File: config.mk
export PLATFORM = sky130hd
export DESIGN_NAME = cdb_arbiter
export DESIGN_NICKNAME = d
export VERILOG_FILES = /design/src/rtl/cdb_arbiter.sv
export SDC_FILE = /design/constraint.sdc
export NUM_CORES = 1
export LEC_CHECK = 0
export ABC_AREA = 1
export CAP_MARGIN = 30
export CORE_ASPECT_RATIO = 1.2
export CORE_MARGIN = 2
export CORE_UTILIZATION = 35
export DETAILED_ROUTE_END_ITERATION = 16
export GPL_ROUTABILITY_DRIVEN = 0
export PLACE_DENSITY_LB_ADDON = 0.25
export SETUP_SLACK_MARGIN = 0.05
export SLEW_MARGIN = 20
export SYNTH_ARGS = -nofsm -noshare
export SYNTH_HDL_FRONTEND = slang
export SYNTH_SLANG_ARGS = --single-unit
File: constraint.sdc
create_clock -name clock -period 6.35 [get_ports clock]
set_input_delay 0.635 -clock clock [delete_from_list [all_inputs] [get_ports clock]]
set_output_delay 0.635 -clock clock [all_outputs]
set_load 0.05 [all_outputs]
File: src/rtl/cdb_arbiter.sv
// Common Data Bus arbiter: one holding buffer per functional unit, round-robin
// selection of one buffered result per cycle onto a registered CDB packet.
module cdb_arbiter #(
   parameter int N_FU  = 4,
   parameter int TAG_W = 5,
   parameter int XLEN  = 32
) (
   input  logic                    clock,
   input  logic                    reset,
   input  logic [N_FU-1:0]         fu_valid,
   input  logic [N_FU*TAG_W-1:0]   fu_rob_tag,
   input  logic [N_FU*XLEN-1:0]    fu_value,
   output logic [N_FU-1:0]         fu_ready,
   input  logic                    squash,
   output logic                    cdb_valid,
   output logic [TAG_W-1:0]        cdb_rob_tag,
   output logic [XLEN-1:0]         cdb_value,
   output logic [N_FU-1:0]         grant_dbg,
   output logic [31:0]             bcast_count
);

   localparam int PTR_W = (N_FU > 1) ? $clog2(N_FU) : 1;

   logic [N_FU-1:0]             buf_valid_q;
   logic [N_FU-1:0][TAG_W-1:0]  buf_tag_q;
   logic [N_FU-1:0][XLEN-1:0]   buf_value_q;
   logic [PTR_W-1:0]            rr_ptr_q;
   logic [PTR_W-1:0]            rr_ptr_d;
   logic                        cdb_valid_q;
   logic [TAG_W-1:0]            cdb_tag_q;
   logic [XLEN-1:0]             cdb_value_q;
   logic [31:0]                 bcast_count_q;

   logic [N_FU-1:0]             grant;
   logic [N_FU-1:0]             accept;
   logic [PTR_W-1:0]            gidx;
   logic                        found;
   logic [PTR_W:0]              scan_sum;
   logic [PTR_W-1:0]            scan_idx;
   logic [TAG_W-1:0]            g_tag;
   logic [XLEN-1:0]             g_value;

   // Round-robin search starting at rr_ptr; squash suppresses any grant.
   always_comb begin
      grant    = '0;
      gidx     = '0;
      found    = 1'b0;
      scan_sum = '0;
      scan_idx = '0;
      if (!squash) begin
         for (int k = 0; k < N_FU; k++) begin
            scan_sum = {1'b0, rr_ptr_q} + (PTR_W+1)'(k);
            if (scan_sum >= (PTR_W+1)'(N_FU)) begin
               scan_sum = scan_sum - (PTR_W+1)'(N_FU);
            end
            scan_idx = scan_sum[PTR_W-1:0];
            if (!found && buf_valid_q[scan_idx]) begin
               found           = 1'b1;
               gidx            = scan_idx;
               grant[scan_idx] = 1'b1;
            end
         end
      end
   end

   assign rr_ptr_d = (gidx == PTR_W'(N_FU-1)) ? '0 : gidx + 1'b1;
   assign g_tag    = buf_tag_q[gidx];
   assign g_value  = buf_value_q[gidx];

   // A granted buffer drains this cycle, so it can take a new result at once.
   assign fu_ready = {N_FU{reset & ~squash}} & (~buf_valid_q | grant);
   assign accept   = fu_valid & fu_ready;

   always_ff @(posedge clock or negedge reset) begin
      if (!reset) begin
         buf_valid_q   <= '0;
         buf_tag_q     <= '0;
         buf_value_q   <= '0;
         rr_ptr_q      <= '0;
         cdb_valid_q   <= 1'b0;
         cdb_tag_q     <= '0;
         cdb_value_q   <= '0;
         bcast_count_q <= '0;
      end else if (squash) begin
         buf_valid_q <= '0;
         cdb_valid_q <= 1'b0;
         cdb_tag_q   <= '0;
         cdb_value_q <= '0;
      end else begin
         for (int i = 0; i < N_FU; i++) begin
            if (accept[i]) begin
               buf_valid_q[i] <= 1'b1;
               buf_tag_q[i]   <= fu_rob_tag[i*TAG_W +: TAG_W];
               buf_value_q[i] <= fu_value[i*XLEN +: XLEN];
            end else if (grant[i]) begin
               buf_valid_q[i] <= 1'b0;
            end
         end
         if (found) begin
            rr_ptr_q <= rr_ptr_d;
         end
         // Tag 0 is reserved: such a grant is consumed but never broadcast.
         if (found && (g_tag != '0)) begin
            cdb_valid_q   <= 1'b1;
            cdb_tag_q     <= g_tag;
            cdb_value_q   <= g_value;
            bcast_count_q <= bcast_count_q + 32'd1;
         end else begin
            cdb_valid_q <= 1'b0;
            cdb_tag_q   <= '0;
            cdb_value_q <= '0;
         end
      end
   end

   assign cdb_valid   = cdb_valid_q;
   assign cdb_rob_tag = cdb_tag_q;
   assign cdb_value   = cdb_value_q;
   assign grant_dbg   = grant;
   assign bcast_count = bcast_count_q;

endmodule

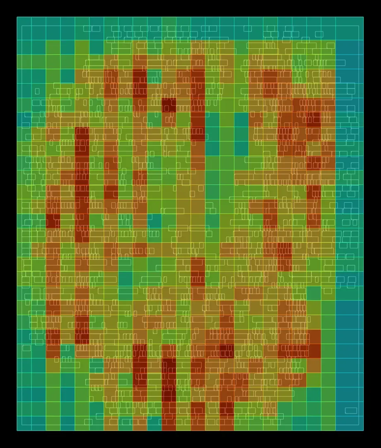
*Track usage over the die*
GR Layer Usage met1: 29.3%
mean routed wirelength per cell: 17.6 um

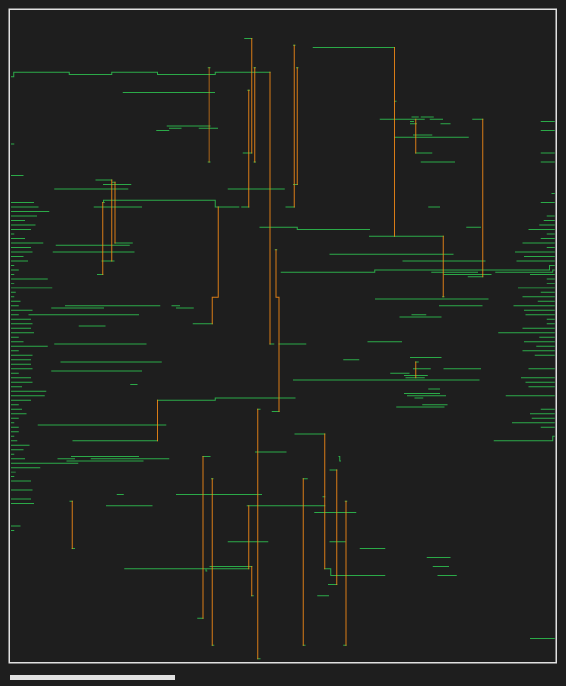
*Routed metal, one color a layer*
Scale bar: 50 um. Two of the layers only.
[M3] green | wire length: 2160 um
[M4] orange | wire length: 982 um

==> ds_physical_params.txt <==
Summary of implementation characteristics

Parameter                              Value

Synth
  Cell area leaders .................. sky130_fd_sc_hd__dfrtp_1 51%, sky130_fd_sc_hd__nand2_1 21%, sky130_fd_sc_hd__nand3_1 13%, sky130_fd_sc_hd__nor2_1 2.3%, sky130_fd_sc_hd__xor2_1 1.8%
  Gate count of the mapped netlist .................. 1423
  Yosys warning tally .................. 0
  Yosys Instances .................. 1423
  Library cell with the highest instance count after synthesis .................. sky130_fd_sc_hd__nand2_1
  Cell variety after synth .................. 31
  Biggest area consumer among synthesized cells .................. sky130_fd_sc_hd__dfrtp_1
  Post-synth seq share .................. 51.4%
  Area share, top type .................. 51.4%
  Top cells by count, synth .................. 624 x sky130_fd_sc_hd__nand2_1, 279 x sky130_fd_sc_hd__nand3_1, 224 x sky130_fd_sc_hd__dfrtp_1
  Synthesized area .................. 10900 sq um
  Number of flops mapped to enable cells by yosys .................. 0
  Top FF cell, synth .................. sky130_fd_sc_hd__dfrtp_1

Final layout
  Area Growth Syn to Fin .................. 32.1%
  Filler Cells Inserted .................. 2992
  Share of final-layout standard cells stronger than drive strength 1 .................. 5.52%
  Fin nets .................. 1774
  Final instance area .................. 14400 sq um

Setup path
  Highest fanout seen on the critical path .................. 15
  Slowest cell on crit path .................. sky130_fd_sc_hd__clkdlybuf4s50_1
  Kind of end point of the critical path .................. output pin
  Cell chain of the critical path .................. inv_4 > ha_1 > inv_1 > nand3_1 > nand2_1 > nor2_1 > a22oi_1 > o21ai_0 > a21oi_1 > nand2_1 > nand2_1 > clkinv_1 > clkdlybuf4s50_1
  Buffering stage count on the worst path with inverters included .................. 4
  Largest stage delay, worst path .................. 0.91 ns
  Category of the worst setup path launch point .................. flop
  Critical path data required time .................. 5.71 ns
  Data arrival time of the critical path .................. 4.13 ns

STA
  Period minus WS final .................. 4.77 ns
  Worst-case clock skew .................. 0.0152 ns
  Total of endpoints with negative setup slack in the final report .................. 0
  Final hold vios .................. 0
  Final tally of max-slew violations .................. 0
  Highest clock frequency the design can meet .................. 210 MHz
  Transition time at the pin with the least slew margin .................. 0.927 ns
  Worst slack on hold paths .................. 0.102 ns

Drt
  DR pass1 iterations .................. 5
  Number of nets with antenna violations after routing .................. 0
  Violation count after the first detailed-route iteration .................. 697
  DRC Markers .................. 0

GRT
  Largest net degree at the start of global routing .................. 89
  Antenna violations before repair .................. 1
  Remaining global-route overflow .................. 0
  Total global-route track usage .................. 22.1%
  Global-route wire length before repair .................. 56.3 mm

Pwr
  Worst vdd rail ir drop .................. 0.000277 V
  Leakage power of the design .................. 7.08 nW
  PwrDens .................. 464 nW/um^2

CTS
  Largest buffer count on any clock path .................. 3
  Clock latency at the later pin of the worst-skew pair .................. 0.53 ns
  Inserted Clock Buffers .................. 25
  Number of gates resized after cts .................. 0
  Hold-fix buffers at CTS .................. 0
  Number of setup buffers added after CTS .................. 0
  Number of clock sinks .................. 224
  Number of H-tree branching levels .................. 1

Hold path
  Tightest Hold Check Type .................. input pin to async pin

Floorplanning
  Horizontal extent of the die .................. 165 um
  Chip area .................. 32600 sq um
  Fp_density .................. 35.7%

Placement
  Placed wire-length estimate .................. 23.8 mm
  Dpl cells .................. 1979
  Instance area after placement .................. 13500 sq um

Flow run
  Stage-log warning count .................. 31
  Number of maximum-capacitance violations .................. 0

Status
  Result of the run .................. finished, final reports clean
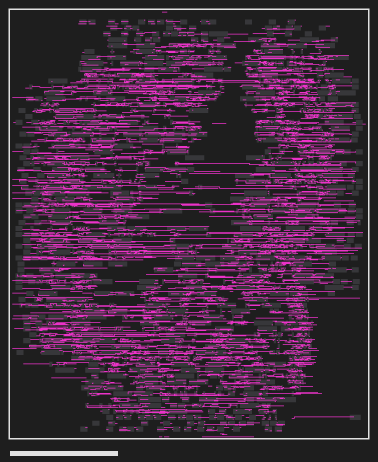
*Met1 routing*
Scale bar: 50 um. Cells faint in the background.
share of all routed wire: 42%
nets with wire on the layer: 1556
wire length on this layer: 14900 um
main direction: horizontal

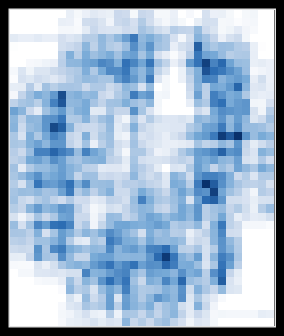
*Wire density map*
33 x 39 tiles, from white (low) to dark blue (high), scaled to the fullest tile. Values are wire area over tile area, all layers added.
densest ninth of the die: bottom center
mean over tiles: 0.18
fullest tile: 0.57

==> registers in the layout (all words and copies together), names as in the netlist <==
signal	count
cdb_rob_tag	5
rr_ptr_q	2
buf_valid_q	4
cdb_valid	1
cdb_value	32
bcast_count	32
buf_tag_q	20
buf_value_q	128
==> metal layers <==
metal | track usage (%) | up-vias | wire, um
met3 | 2.86 | 61 | 2160
met4 | 6.76 | 0 | 981
met2 | 37.6 | 340 | 17600
li1 | - | 4932 | -
met1 | 29.3 | 4862 | 14900
met5 | 0 | - | 0
==> per-stage QoR <==
step / power (mW) / setup WS [ns] / utilization (%)
after CTS: 6.73 / 1.56 / 46.9
after global placement: 5.06 / 1.58 / 43.9
final: 6.68 / 1.58 / 47.1
after global routing: 7.17 / 1.31 / 47.1
after detailed placement: 5.16 / 1.77 / 44.0
after floorplan: 4.23 / 3.38 / -
==> kinds of logic after synthesis <==
logic type               synth area share (%)
flip-flops                               51.4
buffers and inverters                    5.18
adder cells (fa/ha/maj)                 0.804
AND-OR/OR-AND                            1.16
AND/OR/NAND/NOR                          39.0
XOR/XNOR                                 2.41
==> layout make-up <==
class                   count  area (sq um)  area share (%)
inverters                  44           168            1.16
diodes                      1          2.50          0.0174
multi-input cells        1068          4750            33.0
clock buffers              35           733            5.09
flip-flops and latches    224          5610            38.9
repair buffers            249          2490            17.3
clock inverters             9           149            1.03
well taps                 396           495            3.44
==> path summary, 6_finish.rpt <==
check / depth (start not counted) / start / slack (ns) / endpoint
max: 13 / rr_ptr_q[0] / 1.58 / fu_ready[1]
min: 1 / reset / 0.10 / buf_valid_q[3]
max reg2reg: 18 / rr_ptr_q[0] / 1.75 / bcast_count[24]
min reg2reg: 2 / buf_value_q[67] / 0.47 / buf_value_q[67]
max in group asynchronous: 3 / reset / 5.15 / cdb_value[3]
min in group clock: 2 / buf_value_q[67] / 0.47 / buf_value_q[67]
==> placed cells by master (no fill, tap or decap), types with 5 or more instances in the layout <==
master	n
sky130_fd_sc_hd__o21ai_0	7
sky130_fd_sc_hd__inv_2	8
sky130_fd_sc_hd__nand2_1	620
sky130_fd_sc_hd__clkdlybuf4s50_1	227
sky130_fd_sc_hd__a21oi_1	6
sky130_fd_sc_hd__nor2_1	66
sky130_fd_sc_hd__nor4_1	7
sky130_fd_sc_hd__nand3_1	279
sky130_fd_sc_hd__nand4_1	5
sky130_fd_sc_hd__nor3_1	15
sky130_fd_sc_hd__xnor2_1	8
sky130_fd_sc_hd__clkbuf_8	7
sky130_fd_sc_hd__buf_4	13
sky130_fd_sc_hd__clkbuf_16	25
sky130_fd_sc_hd__dfrtp_1	224
sky130_fd_sc_hd__ha_1	7
sky130_fd_sc_hd__nand2_2	7
sky130_fd_sc_hd__inv_1	33
sky130_fd_sc_hd__xor2_1	22
==> report_power, final <==
group / leakage [nW] / switching [mW] / internal (mW)
clock network: 0.438 / 0.585 / 0.962
logic: 3.77 / 2.06 / 0.961
registers: 2.88 / 0.257 / 1.86
No activity file was given, so power comes from the tool's default toggle rates.
